**Run 1: placed cells, one color a class**

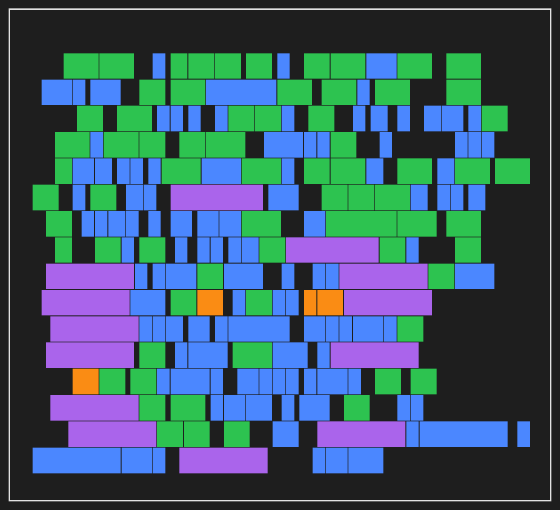
**Run 1: cells by drive strength**

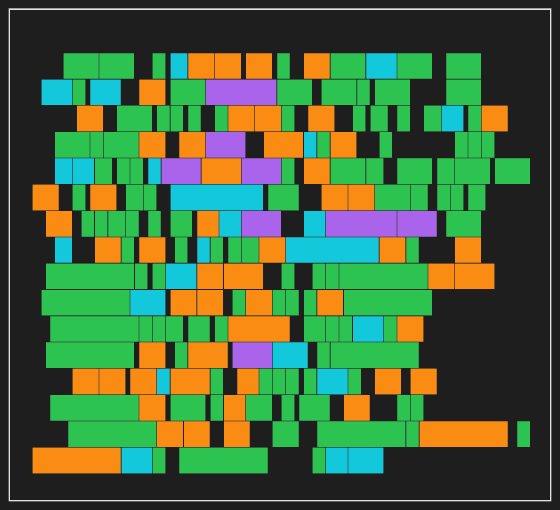
**Run 1: wiring heat map**

Scale bar: 20 um. The die is cut into 11 by 10 equal tiles; dark blue is low, red is high, scaled to the fullest tile. Values are wire area over tile area, all layers added.
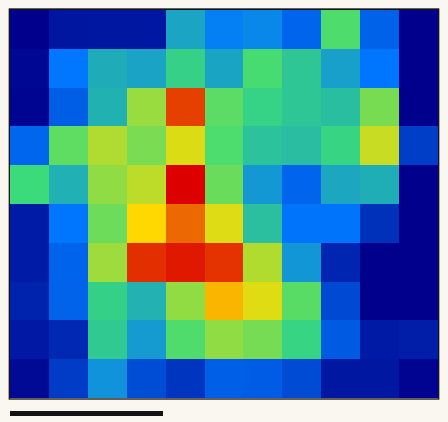
`src/rtl/pack_arbiter.sv`:
```
// -----------------------------------------------------------------------------
// pack_arbiter
//   Round-robin arbiter that lets NUM_SRC word sources share one packer input.
//   A granted source owns the packer for a whole payload of PAYLOAD_WORDS
//   transfers. After the payload it releases the packer, and the next owner is
//   picked in one idle arbitration cycle.
//
//   Optional feature (macro PACK_ARB_TIMEOUT_EN): if the owner starves a ready
//   packer for TIMEOUT_CYCLES cycles, the rest of the payload is padded with
//   FILL_WORD. With the macro undefined, a stalled owner is waited on forever
//   and o_timeout is tied to 0.
//
// Ports
//   i_clk          rising-edge clock
//   i_reset_n      asynchronous active-low reset
//   i_data         source words, source k at [k*SIZE_INPUT_BIT +: SIZE_INPUT_BIT]
//   i_valid        per-source word valid
//   o_ready        per-source ready (only the owner can see 1)
//   o_data         word to the packer
//   o_valid        word valid to the packer
//   i_ready        packer ready
//   o_grant        one-hot payload owner, zero when idle
//   o_packet_done  pulse on the last payload word transfer
//   o_timeout      pulse on the cycle the FSM enters padding
// -----------------------------------------------------------------------------
module pack_arbiter #(
  parameter int                        NUM_SRC        = 2,
  parameter int                        SIZE_INPUT_BIT = 8,
  parameter int                        PAYLOAD_WORDS  = 243,
  parameter int                        TIMEOUT_CYCLES = 1024,
  parameter logic [SIZE_INPUT_BIT-1:0] FILL_WORD      = '0
) (
  input  logic                              i_clk,
  input  logic                              i_reset_n,
  input  logic [NUM_SRC*SIZE_INPUT_BIT-1:0] i_data,
  input  logic [NUM_SRC-1:0]                i_valid,
  output logic [NUM_SRC-1:0]                o_ready,
  output logic [SIZE_INPUT_BIT-1:0]         o_data,
  output logic                              o_valid,
  input  logic                              i_ready,
  output logic [NUM_SRC-1:0]                o_grant,
  output logic                              o_packet_done,
  output logic                              o_timeout
);

  localparam int IDX_W = $clog2(NUM_SRC);
  localparam int CNT_W = (PAYLOAD_WORDS > 1) ? $clog2(PAYLOAD_WORDS) : 1;
  localparam logic [CNT_W-1:0] LAST_CNT = CNT_W'(PAYLOAD_WORDS - 1);
  localparam logic [IDX_W-1:0] LAST_SRC = IDX_W'(NUM_SRC - 1);

`ifdef PACK_ARB_TIMEOUT_EN
  localparam int STALL_W = (TIMEOUT_CYCLES > 1) ? $clog2(TIMEOUT_CYCLES) : 1;
  localparam logic [STALL_W-1:0] STALL_LAST = STALL_W'(TIMEOUT_CYCLES - 1);

  typedef enum logic [1:0] {IDLE, GRANT, PAD} state_t;
`else
  typedef enum logic {IDLE, GRANT} state_t;

  // Padding-only parameters have no hardware in this build.
  logic unused_cfg;
  assign unused_cfg = ^{FILL_WORD, TIMEOUT_CYCLES[0]};
`endif

  state_t             state_q, state_d;
  logic [CNT_W-1:0]   count_q, count_d;
  logic [IDX_W-1:0]   last_q, last_d;    // previous owner, start of the RR search
  logic [IDX_W-1:0]   gidx_q, gidx_d;    // current owner as an index
  logic [NUM_SRC-1:0] grant_q, grant_d;  // current owner as one-hot
`ifdef PACK_ARB_TIMEOUT_EN
  logic [STALL_W-1:0] stall_q, stall_d;
`endif

  logic [IDX_W-1:0] rr_idx;
  logic [IDX_W-1:0] cand;
  logic             rr_hit;
  logic             xfer;

  assign o_grant = grant_q;

  // Round-robin search: first requester strictly after last_q, wrapping.
  always_comb begin
    rr_idx = last_q;
    rr_hit = 1'b0;
    cand   = '0;
    for (int i = 1; i <= NUM_SRC; i++) begin
      cand = IDX_W'((int'(last_q) + i) % NUM_SRC);
      if (!rr_hit && i_valid[cand]) begin
        rr_hit = 1'b1;
        rr_idx = cand;
      end
    end
  end

  // Next-state and output decode.
  always_comb begin
    // NOTE: every signal gets a default first so no path leaves one unassigned,
    // which is what would otherwise infer a latch.
    state_d       = state_q;
    count_d       = count_q;
    last_d        = last_q;
    gidx_d        = gidx_q;
    grant_d       = grant_q;
    o_data        = '0;
    o_valid       = 1'b0;
    o_ready       = '0;
    o_packet_done = 1'b0;
    o_timeout     = 1'b0;
    xfer          = 1'b0;
`ifdef PACK_ARB_TIMEOUT_EN
    stall_d       = stall_q;
`endif

    case (state_q)
      IDLE: begin
        if (rr_hit) begin
          state_d = GRANT;
          gidx_d  = rr_idx;
          grant_d = NUM_SRC'(1) << rr_idx;
        end
      end

      GRANT: begin
        o_data  = i_data[gidx_q*SIZE_INPUT_BIT +: SIZE_INPUT_BIT];
        o_valid = i_valid[gidx_q];
        o_ready = i_ready ? grant_q : '0;
        xfer    = o_valid & i_ready;
`ifdef PACK_ARB_TIMEOUT_EN
        // Only cycles where the packer waits on the owner count as a stall.
        if (xfer) begin
          stall_d = '0;
        end else if (i_ready) begin
          if (stall_q == STALL_LAST) begin
            o_timeout = 1'b1;
            stall_d   = '0;
            state_d   = PAD;
          end else begin
            stall_d = stall_q + STALL_W'(1);
          end
        end
`endif
      end

`ifdef PACK_ARB_TIMEOUT_EN
      PAD: begin
        o_data  = FILL_WORD;
        o_valid = 1'b1;
        xfer    = i_ready;
      end
`endif

      default: state_d = IDLE;
    endcase

    // Payload accounting is shared by GRANT and PAD.
    if (xfer) begin
      if (count_q == LAST_CNT) begin
        o_packet_done = 1'b1;
        count_d       = '0;
        last_d        = gidx_q;
        grant_d       = '0;
        state_d       = IDLE;
      end else begin
        count_d = count_q + CNT_W'(1);
      end
    end
  end

  // NOTE: sequential state uses non-blocking assignments so every register
  // samples the values from before this edge, independent of statement order.
  always_ff @(posedge i_clk or negedge i_reset_n) begin
    if (!i_reset_n) begin
      state_q <= IDLE;
      count_q <= '0;
      last_q  <= LAST_SRC;
      gidx_q  <= '0;
      grant_q <= '0;
`ifdef PACK_ARB_TIMEOUT_EN
      stall_q <= '0;
`endif
    end else begin
      state_q <= state_d;
      count_q <= count_d;
      last_q  <= last_d;
      gidx_q  <= gidx_d;
      grant_q <= grant_d;
`ifdef PACK_ARB_TIMEOUT_EN
      stall_q <= stall_d;
`endif
    end
  end

endmodule

```
`config.mk`:
```
export PLATFORM = sky130hd
export DESIGN_NAME = pack_arbiter
export DESIGN_NICKNAME = d
export VERILOG_FILES = /design/src/rtl/pack_arbiter.sv
export SDC_FILE = /design/constraint.sdc
export NUM_CORES = 1
export LEC_CHECK = 0
export ABC_AREA = 1
export CORE_ASPECT_RATIO = 0.9
export CORE_MARGIN = 2
export CORE_UTILIZATION = 38
export CTS_CLUSTER_SIZE = 40
export DETAILED_ROUTE_END_ITERATION = 16
export HOLD_SLACK_MARGIN = 0.06
export MAX_ROUTING_LAYER = met4
export PLACE_DENSITY = 0.74
export SLEW_MARGIN = 20
export SYNTH_ARGS = -nofsm -noshare
export SYNTH_HDL_FRONTEND = slang
export SYNTH_SLANG_ARGS = --single-unit
export TNS_END_PERCENT = 10
```
`constraint.sdc`:
```
create_clock -name i_clk -period 1.2 [get_ports i_clk]
set_input_delay 0.12 -clock i_clk [delete_from_list [all_inputs] [get_ports i_clk]]
set_output_delay 0.12 -clock i_clk [all_outputs]
set_load 0.02 [all_outputs]
```
==> reports/metrics.cfg, run 1 <==
[grt]
use_met1 = 0.282
met2_usage = 0.419

[synth]
ys_ff = 13
yosysTopAreaCellShare = 0.327
syn_inst = 131
synth_top_cell_by_count = nand2_1

[outcome]
violations = negative setup slack
status = finished, violations left

[final_timing]
worst_slack_ns = -0.310
slew_viol_final = 0
rsz0062_at_grt = true
finalSetupViolCount = 24

[route]
vias_per_cell = 5.02
dr_wl_met3_um = 173
drtIter0Drc = 34

[placement]
port_buffers = 34
place_inst = 214

[die]
fp.dieW_um = 55.9

[finish]
final_nets = 224
diodes = 0

[clocking]
clockBufferDepth = 2

[worst_setup_path]
reg2reg_slack_ns = -0.23
required_ns = 1.08
regToRegEndpoint = count_q[6]$_DFFE_PN0P_
r2r_cells = 10

[pwr]
pwr-share-clk = 0.150

Notes on 'placed cells, one color a class' above:
[purple] registers | cells: 13 | share of their area: 20%
[blue] remaining logic cells | cells: 114 | share of their area: 41%
[orange] clock drivers and dummy loads | cells: 4 | share of their area: 1.6%
[green] remaining buffers and delay cells | cells: 69 | share of their area: 37%
Core Region: 2240 um2
Finished Core Util: 0.732
row count: 16
Seq area share: 0.200
Design Area, Final: 1640 um2

Notes on 'cells by drive strength' above:
[cyan] x2 | cells: 24
[green] x1 and smaller | cells: 114
[purple] x6 and larger | cells: 8
[orange] x3 and x4 | cells: 54
Final Worst Setup Slack: -0.310 ns
Area Overhead vs Synth: 78.5%
Buffers, non-clock: 69

Notes on 'wiring heat map' above:
fullest tile: 0.58
emptiest ninth of the die: lower right
nearly empty tiles: 12%
WL/cell: 15.1 um
Detailed Route WL: 3420 um
via count: 1139

==> run 1: critical path, cell delays in order, from the launching register on <==
cell and delay [ns]:
dfrtp_1 0.46, inv_2 0.12, nand2_4 0.09, nand3_4 0.09
nor2_8 0.12, nand2_4 0.07, inv_4 0.05, buf_6 0.11
==> run 1: area by class of cell <==
class,count,area (um2),share of cell area
inverter,16,67.6,0.0412
sequential,13,328,0.200
timing repair buffer,69,596,0.363
multi-input combinational,98,591,0.360
clock buffer,4,26.3,0.0160
tap,27,33.8,0.0206
==> run 1: cells in the final DEF (no fill, tap or decap), drive strengths merged, types with 2 or more instances in the layout <==
cell type and instances:
buf 48, nand2 35, nor2 30, clkdlybuf4s50 20, inv 15, o21ai 15, dfrtp 12, nand3 6
clkbuf 5, nand4 3, o21bai 2, xor2 2, ha 2
==> inputs of run 2 (changes only) <==
--- a/config.mk
+++ b/config.mk
@@ -8,12 +8,12 @@
 export ABC_AREA = 1
 export CORE_ASPECT_RATIO = 0.9
 export CORE_MARGIN = 2
-export CORE_UTILIZATION = 38
+export CORE_UTILIZATION = 46
 export CTS_CLUSTER_SIZE = 40
 export DETAILED_ROUTE_END_ITERATION = 16
 export HOLD_SLACK_MARGIN = 0.06
 export MAX_ROUTING_LAYER = met4
-export PLACE_DENSITY = 0.74
+export PLACE_DENSITY = 0.84
 export SLEW_MARGIN = 20
 export SYNTH_ARGS = -nofsm -noshare
 export SYNTH_HDL_FRONTEND = slang
==> constraint.sdc (replaced) <==
create_clock -name i_clk -period 1.94 [get_ports i_clk]
set_input_delay 0.194 -clock i_clk [delete_from_list [all_inputs] [get_ports i_clk]]
set_output_delay 0.194 -clock i_clk [all_outputs]
set_load 0.02 [all_outputs]
**Run 2: placement density heat map**

Scale bar: 20 um. The die is cut into 10 by 9 equal tiles; dark blue is low, red is high, 0 to 100% covered.
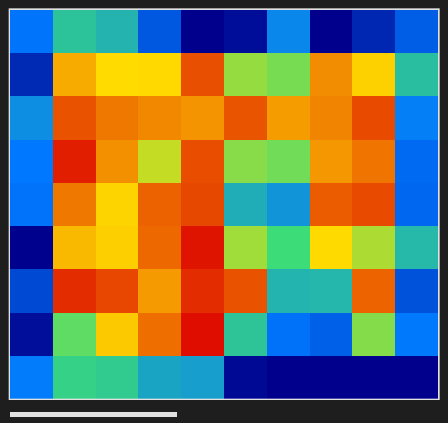
mean over tiles: 54%
nearly empty tiles: 8.9%
densest ninth of the die: center
emptiest ninth of the die: lower right
tiles over 75% full: 43%
fullest tile: 99%
Finished Core Util: 0.695
fp util: 0.485
Core Region: 1900 um2

**Run 2: cells by drive strength**

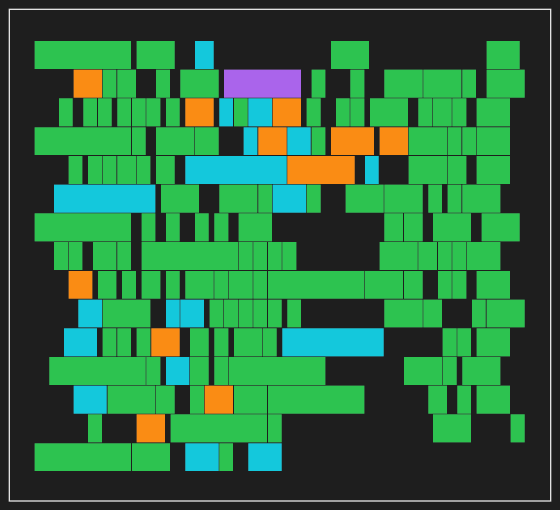
[cyan] x2 | cells: 18
[orange] x3 and x4 | cells: 11
[purple] x6 and larger | cells: 1
[green] x1 and smaller | cells: 140
Buffers, non-clock: 39
Final Worst Setup Slack: 0.112 ns
Area Overhead vs Synth: 43.3%
Design Area, Final: 1320 um2

==> reports/metrics.cfg, run 2 <==
[worst_setup_path]
worst_path_max_delay_cell = clkdlybuf4s50_1  ; was dfrtp_1
crit_chain = nand2_2, nand3_4, inv_1, clkdlybuf4s50_1  ; was inv_2, nand2_4, nand3_4, nor2_8, nand2_4, inv_4, buf_6
cp_num_buf_inv = 2  ; was 3
worst-path-stages = 4  ; was 7
required_ns = 1.75  ; was 1.08 ns

[synth]
synth_top_cell_by_count = nand2_1  ; unchanged
ys_ff = 13  ; unchanged

[finish]
mostFrequentLayoutCell = nand2_1  ; was buf_4
final-comb-area_um2 = 505  ; was 591 um2
non_clock_inverter_count = 16  ; unchanged
lay_top_cells = nand2_1, nor2_1, clkdlybuf4s50_1  ; was buf_4, nand2_1, nor2_1
ff_latch_area_um2 = 329  ; was 328 um2
sh_comb_area = 0.384  ; was 0.360
diodes = 0  ; unchanged
final_nets = 194  ; was 224

[die]
rows = 15  ; was 16
fp.dieW_um = 51.1  ; was 55.9 um

[route]
drtIter0Drc = 10  ; was 34

[final_timing]
finalSetupViolCount = 0  ; was 24

[outcome]
status = finished, final reports clean  ; was finished, violations left

[clocking]
clockBufferDepth = 2  ; unchanged

**Run 2: wiring heat map**

Scale bar: 20 um. The die is cut into 10 by 9 equal tiles; dark blue is low, red is high, scaled to the fullest tile. Values are wire area over tile area, all layers added.
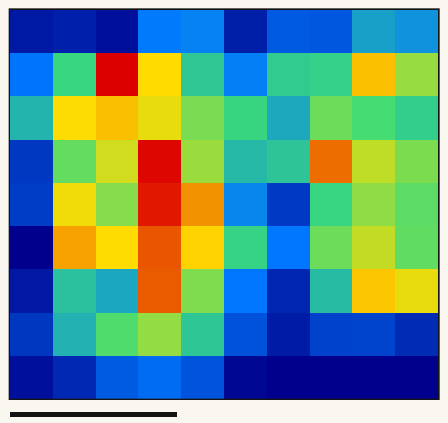
tiles over half the peak: 40%
nearly empty tiles: 6.7%
mean over tiles: 0.15
fullest tile: 0.36
emptiest ninth of the die: lower right
WL/cell: 10.9 um
Detailed Route WL: 2130 um

-- run 2: cell counts after synthesis --
No cell type changed its count.
-- run 2: worst register-to-register path: cells and delay by family, from the launching register on --
kind	cells	cell delay [ns]
simple gates	4	0.37
flops	1	0.43
fa+ha+maj	1	0.19
buf+inv	4	0.27
-- run 2: through the flow --
stage / instances / hold WS, ns
floorplan: 131 / -0.102
global placement: 191 / 0.470
detailed placement: 191 / 0.486
CTS: 195 / 0.289
global route: 195 / 0.324
finish: 195 / 0.278
-- run 2: per-layer routing --
metal	track usage	up-vias	routed length, um
met5	-	-	0
met4	0.130	0	59
met3	0.0714	7	209
met2	0.325	31	967
met1	0.235	415	889
li1	-	487	-
No activity file was given, so power comes from the tool's default toggle rates.
